--- config.mk ---
export PLATFORM = sky130hd
export DESIGN_NAME = restoring_divider
export DESIGN_NICKNAME = d
export VERILOG_FILES = /design/src/rtl/restoring_divider_pkg.sv /design/src/rtl/restoring_divider_subtractor.sv /design/src/rtl/restoring_divider.sv
export SDC_FILE = /design/constraint.sdc
export NUM_CORES = 1
export LEC_CHECK = 0
export CAP_MARGIN = 20
export CORE_UTILIZATION = 57
export DETAILED_ROUTE_END_ITERATION = 8
export PLACE_DENSITY = 0.85
export SLEW_MARGIN = 10
export SYNTH_ARGS = -nofsm -noshare
export SYNTH_HDL_FRONTEND = slang
export SYNTH_SLANG_ARGS = --single-unit
--- constraint.sdc ---
create_clock -name clk -period 24.3 [get_ports clk]
set_input_delay 4.86 -clock clk [delete_from_list [all_inputs] [get_ports clk]]
set_output_delay 4.86 -clock clk [all_outputs]
set_load 0.005 [all_outputs]
--- src/rtl/restoring_divider_pkg.sv ---
// Shared definitions for the multi-cycle restoring divider: data width and
// FSM state encodings.
package restoring_divider_pkg;

  // Highest bit index of an ALU data word; the divider width defaults to this + 1.
  localparam int DATA_INDEX_LIMIT = 31;

  // Divider control states.
  typedef enum logic [1:0] {
    DIV_IDLE = 2'b00,
    DIV_RUN  = 2'b01,
    DIV_FIN  = 2'b10
  } div_state_e;

endpackage : restoring_divider_pkg

--- src/rtl/restoring_divider_subtractor.sv ---
// Ripple subtractor built from full-adder cells: computes A + ~B + 1.
// The borrow output is the inverted carry-out of the last cell.
module ripple_subtractor #(
  parameter int N = 33
) (
  input  logic [N-1:0] a_i,
  input  logic [N-1:0] b_i,
  output logic [N-1:0] diff_o,
  output logic         borrow_o
);

  logic [N:0]   carry;
  logic [N-1:0] b_inv;

  // Carry-in of 1 completes the two's-complement negation of B.
  assign carry[0] = 1'b1;
  assign b_inv    = ~b_i;

  // One full-adder cell per bit, chained through carry.
  for (genvar i = 0; i < N; i++) begin : g_cell
    logic p;
    assign p          = a_i[i] ^ b_inv[i];
    assign diff_o[i]  = p ^ carry[i];
    assign carry[i+1] = (a_i[i] & b_inv[i]) | (carry[i] & p);
  end

  assign borrow_o = ~carry[N];

endmodule : ripple_subtractor

--- src/rtl/restoring_divider.sv ---
// Multi-cycle unsigned restoring divider: one quotient bit per clock.
// Operands are latched on start, the result is presented with a one-cycle
// done pulse, and busy stays high while iterations run.
// CNT_W must satisfy 2**CNT_W > WIDTH.
module restoring_divider
  import restoring_divider_pkg::*;
#(
  parameter int WIDTH = DATA_INDEX_LIMIT + 1,
  parameter int CNT_W = 6
) (
  input  logic             clk,
  input  logic             rst_n,
  input  logic             start_i,
  input  logic [WIDTH-1:0] dividend_i,
  input  logic [WIDTH-1:0] divisor_i,
  output logic [WIDTH-1:0] quotient_o,
  output logic [WIDTH-1:0] remainder_o,
  output logic             busy_o,
  output logic             done_o,
  output logic             div_by_zero_o
);

  div_state_e       state_q;
  logic [CNT_W-1:0] cnt_q;
  logic [WIDTH-1:0] r_q, q_q, d_q;
  logic [WIDTH-1:0] quotient_q, remainder_q;
  logic             busy_q, done_q, dbz_q;

  logic [WIDTH:0]   r_shift;
  logic [WIDTH:0]   trial;
  logic             borrow;
  logic [WIDTH-1:0] r_d, q_d;
  logic             last_iter;

  // The partial remainder shifted left with the next dividend bit; WIDTH+1
  // bits so a divisor with its MSB set never overflows the trial subtract.
  assign r_shift = {r_q, q_q[WIDTH-1]};

  ripple_subtractor #(
    .N(WIDTH + 1)
  ) u_sub (
    .a_i     (r_shift),
    .b_i     ({1'b0, d_q}),
    .diff_o  (trial),
    .borrow_o(borrow)
  );

  // Next partial remainder and quotient for one restoring iteration.
  always_comb begin
    // NOTE: every always_comb output gets a default first so no latch is inferred.
    r_d = r_shift[WIDTH-1:0];
    q_d = {q_q[WIDTH-2:0], ~borrow};
    if (!borrow) r_d = trial[WIDTH-1:0];
  end

  assign last_iter = (cnt_q == CNT_W'(WIDTH - 1));

  // Control FSM, iteration datapath and registered outputs.
  always_ff @(posedge clk or negedge rst_n) begin
    if (!rst_n) begin
      // NOTE: sequential state uses non-blocking (<=) so all registers update together.
      state_q     <= DIV_IDLE;
      cnt_q       <= '0;
      r_q         <= '0;
      q_q         <= '0;
      d_q         <= '0;
      quotient_q  <= '0;
      remainder_q <= '0;
      busy_q      <= 1'b0;
      done_q      <= 1'b0;
      dbz_q       <= 1'b0;
    end else begin
      case (state_q)
        DIV_IDLE, DIV_FIN: begin
          done_q <= 1'b0;
          if (start_i) begin
            dbz_q <= 1'b0;
            if (divisor_i == '0) begin
              // Divide by zero skips the iterations entirely.
              state_q     <= DIV_FIN;
              quotient_q  <= '1;
              remainder_q <= dividend_i;
              dbz_q       <= 1'b1;
              done_q      <= 1'b1;
              busy_q      <= 1'b0;
            end else begin
              state_q <= DIV_RUN;
              r_q     <= '0;
              q_q     <= dividend_i;
              d_q     <= divisor_i;
              cnt_q   <= '0;
              busy_q  <= 1'b1;
            end
          end else begin
            state_q <= DIV_IDLE;
            busy_q  <= 1'b0;
          end
        end
        DIV_RUN: begin
          r_q   <= r_d;
          q_q   <= q_d;
          cnt_q <= cnt_q + CNT_W'(1);
          if (last_iter) begin
            state_q     <= DIV_FIN;
            quotient_q  <= q_d;
            remainder_q <= r_d;
            done_q      <= 1'b1;
            busy_q      <= 1'b0;
          end
        end
        default: begin
          state_q <= DIV_IDLE;
          busy_q  <= 1'b0;
          done_q  <= 1'b0;
        end
      endcase
    end
  end

  assign quotient_o    = quotient_q;
  assign remainder_o   = remainder_q;
  assign busy_o        = busy_q;
  assign done_o        = done_q;
  assign div_by_zero_o = dbz_q;

endmodule : restoring_divider

==> flow_summary.yaml, run 1 <==
# synthesis and place-and-route metrics
route:
  drt_iter0_drc: 519
  drt_drc_violations_left: 0
  top_layer: "met4"
  m1WireLength_um: 7930
cells_and_area:
  inverters: 39
  buffers: 141
  flop-count: 170
  nonClkBufAreaFrac_pct: 14.5
  logic_gates: 406
  area_delta_synth_final_pct: 26.2
  sh_seq_area_pct: 42.9
  seq_area_um2: 4250
  antenna_cells: 0
  layout-drive-gt1-share_pct: 10.4
  comb_area_um2: 3290
  fin_nets: 875
critical_path:
  startpoint_type: "flop"
  crit_cells: 41
  crit_start: "q_q[31]$_DFFE_PN0P_"
  cp_top_family: "adder cells"
  crit_path_frequent_cell: "fa_1"
  cp.arrival_ns: 14.78
  crit_end: "remainder_o[26]$_DFFE_PN0P_"
  crit_fanout: 29
  r2r_start: "q_q[31]$_DFFE_PN0P_"
pwr:
  switching_share_pct: 40.1
  power_leader: "combinational cells"
  p_comb_mw: 0.498
  intPower_mw: 0.718
  cellLeakagePower_nw: 4.39
  powerDensity_nw_per_um2: 121
  seq_power_share_pct: 36.7
global_routing:
  grt.met1_usage_pct: 37.8
  grt_use_met3_pct: 4.98
  grt_start_max_net_pins: 92
  grt_util_met2_pct: 47.1
  grt_pass1_vias: 6023
sta:
  totalNegativeSetupSlack_ns: 0
  setup_viol: 0
  grt_setup_unrepaired: "false"
  timing.clock.skew_ns: 0.00947
  timing.final.crit_share_pct: 59.5
  timing.fmax_ghz: 0.0691
  worstMarginPinSlew_ns: 1.06
  finalHoldViolCount: 0
clocking:
  cts_tree: "built"
  clockBufferDepth: 2
  clock_latency_ns: 0.44
  cts-root-buf: "clkbuf_16"
  clk_pin_slew_ns: 0.07
  htree_num_levels: 4
  cts_hold_buf: 0
  cts_sinks: 170
  cts-buffers-inserted: 17
  cts_resized: 0
floorplan:
  fp_util_pct: 58.8
  placementRows: 42
  die_y_um: 119
  coreArea_um2: 13300
logic_synthesis:
  yosys.area.top_type: "dfrtp_1"
  syn_avg_cell_area_um2: 11.9
  numSynthFlops: 170
  synth.distinct_cells: 32
  ys_seq_share_pct: 54.2
outcome:
  outcome: "completed"
worst_hold_path:
  whs_path_depth: 1
  min_from: "quotient_o[13]$_DFFE_PN0P_"
placement:
  dp_slack_ns: 10.05
  gp_congestion: 0.829
==> run 1: per-stage QoR <==
stage	std cells	hold WS [ns]	total power, mW
after detailed placement	931	0.476	0.928
final	964	0.490	1.20
after floorplan	661	0.471	0.788
after CTS	963	0.491	1.20
after global routing	964	0.510	1.28
after global placement	930	0.469	0.889
==> run 1: cells in the mapped netlist (all sizes together) <==
cell type / n
clkbuf: 24
nand3: 41
xor2: 1
mux2i: 61
a221o: 31
xnor2: 1
or3: 1
nor2b: 2
nand4: 2
o21bai: 1
a21oi: 4
o221a: 1
nor3b: 1
o21ai: 70
buf: 22
o22a: 32
nor3: 2
nor2: 36
ha: 2
mux2: 32
nand2: 42
nand2b: 4
fa: 31
inv: 39
nor4: 8
dfrtp: 170
==> run 1: layout by cell type, fill, tap and decap left out, types with 3 or more instances in the layout <==
cell             Yosys  routed
fa_1                31      31
mux2_2              32      32
a221o_1             31      31
inv_6                0       4
o22a_1              32      32
clkinv_4             0       6
nand2_1             42      41
clkbuf_16            0      17
mux2i_1             61      61
nor4_1               8       8
o21ai_1             19      19
inv_1               38      38
dfrtp_1            170     170
o21ai_0             50      50
nor2_1              36      36
a21oi_1              4       4
buf_4                2       6
clkdlybuf4s50_1      0     132
nand2b_1             4       3
nand3_1             41      41
==> run 1: cells by family (layout without fill, tap and decap cells) <==
kind of cell | Yosys count | count (layout) | synth area share [%]
flip-flops | 170 | 170 | 54.2
AND-OR/OR-AND | 139 | 139 | 12.6
AND/OR/NAND/NOR | 139 | 139 | 7.99
multiplexers | 93 | 93 | 12.4
buffers and inverters | 85 | 212 | 4.43
adder cells (fa/ha/maj) | 33 | 33 | 8.22
XOR/XNOR | 2 | 2 | 0.223
**Run 1: zoomed window**

Region (45, 21) to (75, 51) um. Cells in grey, sequential cells in the stronger grey; small squares are vias.
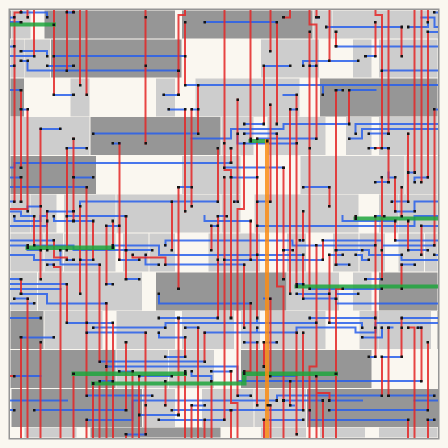
blue -> metal 1
green -> metal 3
red -> metal 2
orange -> metal 4
cells with their middle in the window = 65
sequential cells in the window = 11
most frequent = dfrtp_1 (11), fa_1 (9)
netlist names of flops here include = `d_q` (4), `r_q` (3), `cnt_q` (2)

**Run 1: routing congestion map**

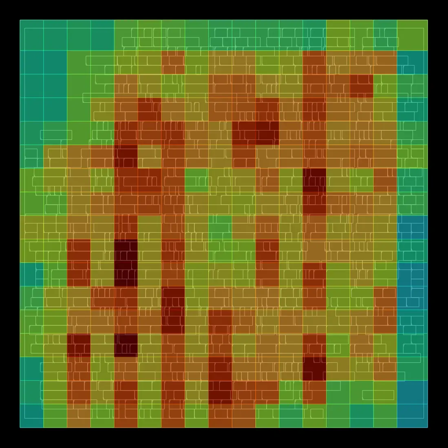
GR peak layer: met2
final core occ: 74.2%
Tot GR Track Use: 28.5%

**Run 1: M4 wires**

Drawn at 4 px/um. Supply wires on this layer in grey.
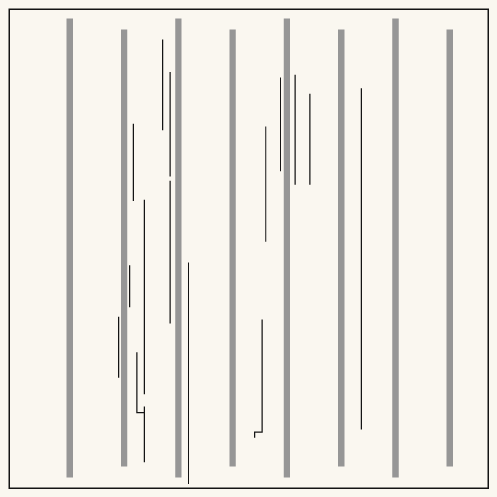
main direction = vertical
longest straight run = 85.0 um
nets with wire on the layer = 13
share of all routed wire = 2.5%
wire length on this layer = 479 um
via count: 5767
Routed Wire Length: 19000 um

**Run 1: gate-type map**

Drawn at 4 px/um.
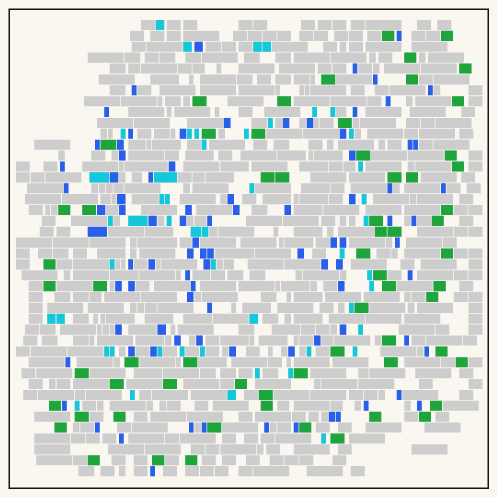

## Run 2: what changed since run 1
CORE_UTILIZATION = 48   (was 57)
PLACE_DENSITY = 0.76   (was 0.85)
clock period = 12.25 ns   (was 24.3 ns; I/O delays follow)
**Run 2: gate-type map**

Drawn at 4 px/um.
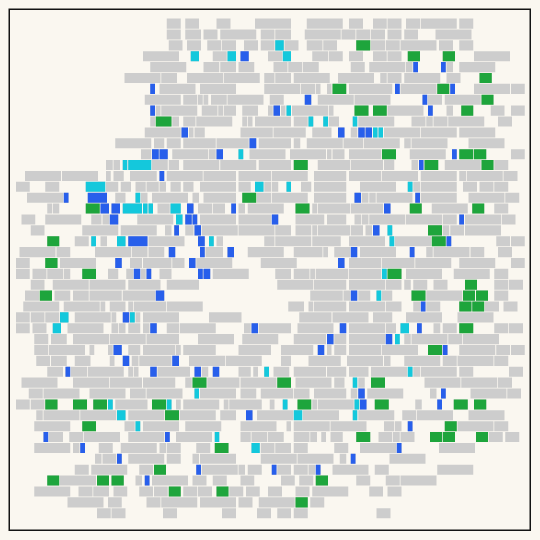
cyan -> NOR gates  # cells 49, most used nor2_1
green -> AND-OR and OR-AND gates  # cells 64, most used o22a_1, where widely spread
blue -> NAND gates  # cells 89, most used nand3_1

==> flow_summary.yaml, run 2 <==
# synthesis and place-and-route metrics
outcome:
  outcome: "finished with violations"
  violations: "negative setup slack"
cells_and_area:
  layout_top_cell: "dfrtp_1"
  antenna_cells: 0
  fin_nets: 902
  layout-drive-gt1-share_pct: 23.3
  area_delta_synth_final_pct: 35.6
  lay_top_cells: "dfrtp_1, clkdlybuf4s50_1, nand3_1"
logic_synthesis:
  adder_share_pct: 8.22
  yosys.area_share.xor_xnor_pct: 0.223
  ys_seq_share_pct: 54.2
  simple_gate_share_pct: 7.99
  synth.distinct_cells: 32
  ys_sh_mux_pct: 12.4
  yosys.area.top_type: "dfrtp_1"
  edf_count: 0
  logic_family: "AND-OR/OR-AND gates"
  top_cell: "dfrtp_1"
  yosys-top-cells-count: "dfrtp_1, mux2i_1, o21ai_0"
  ys_area_um2: 7850
  async_flop_share_pct: 100
  ff_type: "dfrtp_1"
  syn-num-nets: 761
  synthAoiAreaFrac_pct: 12.6
  numSynthFlops: 170
  syn_avg_cell_area_um2: 11.9
pwr:
  switching_share_pct: 39.2
  combPwrFrac_pct: 54.0
  p_comb_mw: 1.65
  power_leader: "combinational cells"
  finalPower_mw: 3.06
  p_clk_share_pct: 16.8
  intPower_mw: 1.86
  p_clk_mw: 0.515
  seq_power_share_pct: 29.2
  cellLeakagePower_nw: 4.49
  powerDensity_nw_per_um2: 287
placement:
  gp_congestion: 0.843
  io_buffers: 133
  placed_area_um2: 9460
clocking:
  cts_sinks: 170
  clk_pin_slew_ns: 0.07
  clock_latency_ns: 0.44
  cts-root-buf: "clkbuf_16"
  cts-buffers-inserted: 17
  cts_resized: 69
  cts_hold_buf: 0
  cts_tree: "built"
  clockBufferDepth: 2
  htree_num_levels: 4
floorplan:
  die_w_um: 130
  dieArea_um2: 16900
  coreArea_um2: 15900
  die_y_um: 130
  fp_util_pct: 49.2
  placementRows: 46
critical_path:
  crit_start: "q_q[31]$_DFFE_PN0P_"
  startpoint_type: "flop"
  crit_required_ns: 12.57
  path_buffers: 7
  crit_fanout: 8
  r2r_start: "q_q[31]$_DFFE_PN0P_"
  crit_type: "flop to flop"
  cp-end-kind: "flop"
  cp.arrival_ns: 12.90
  crit_path_frequent_cell: "fa_2"
  cp_top_family: "adder cells"
  slowest_delay_ns: 0.40
global_routing:
  antenna_found_initial: 0
  grt_pass1_vias: 6065
  grt_start_max_net_pins: 97
  grt_overflow_total: 0
  grt_usage_pct: 24.9
sta:
  timing.final.crit_share_pct: 103
  slew_headroom_pct: 34.9
  timing.fmax_ghz: 0.0795
  finalHoldViolCount: 0
  hold_ws_ns: 0.489
  maxSlewViolCount: 0
  min_period_ns: 12.58
  setup_viol: 58
  worstMarginPinSlew_ns: 0.977
  fin_ws_ns: -0.329
  timing.clock.skew_ns: 0.00731
  grt_setup_unrepaired: "true"
route:
  drt_drc_violations_left: 0
  dr.pass1.iters: 4
  vias: 5811
  routed_wl_um: 20200
  drt_iter0_drc: 397
worst_hold_path:
  min_from: "quotient_o[25]$_DFFE_PN0P_"
  hold_class: "flop to flop"
run:
  cap_viol_max_count: 0
-- run 2: worst paths after layout --
path / end / slack [ns] / cells after the start
worst min-delay path: quotient_o[25]$_DFFE_PN0P_ / 0.49 / 1
min in group asynchronous: quotient_o[27]$_DFFE_PN0P_ / 2.07 / 1
max in group asynchronous: r_q[0]$_DFFE_PN0P_ / 8.58 / 2
worst max-delay path: remainder_o[10]$_DFFE_PN0P_ / -0.33 / 43
worst max register to register: remainder_o[10]$_DFFE_PN0P_ / -0.33 / 43
worst min register to register: quotient_o[25]$_DFFE_PN0P_ / 0.49 / 1
-- run 2: layer usage --
| metal | track usage (%) | vias to the layer above | share of wire (%) |
|---|---|---|---|
| met1 | 31.9 | 2978 | 43 |
| met5 | 0 | - | 0 |
| met4 | 10.1 | 0 | 2.2 |
| li1 | - | 2639 | - |
| met3 | 4.02 | 32 | 4.2 |
| met2 | 42.3 | 162 | 51 |
-- run 2: cell type report --
| cell class | instances | area (um^2) |
|---|---|---|
| fillers | 1152 | 5300 |
| flip-flops and latches | 170 | 4250 |
| multi-input cells | 406 | 3740 |
| clock buffers | 18 | 429 |
| clock inverters | 13 | 120 |
| inverters | 39 | 146 |
| well taps | 216 | 270 |
| repair buffers | 168 | 1680 |
-- run 2: kinds of logic after synthesis --
group	Yosys count
flops	170
compound gates	139
simple gates	139
mux	93
buf+inv	85
fa+ha+maj	33
xor+xnor	2
-- run 2: through the flow --
step | utilization, % | TNS, ns | setup slack [ns] | std cells
final | 66.7 | -11.07 | -0.329 | 1030
after global routing | 66.7 | -27.55 | -0.588 | 1030
after CTS | 65.3 | -7.47 | -0.256 | 1024
after detailed placement | 59.3 | -22.64 | -0.502 | 978
after global placement | 59.3 | -11.06 | -0.332 | 978
after floorplan | - | 0 | 0.0325 | 661
Power is estimated from default activity; no workload was simulated.
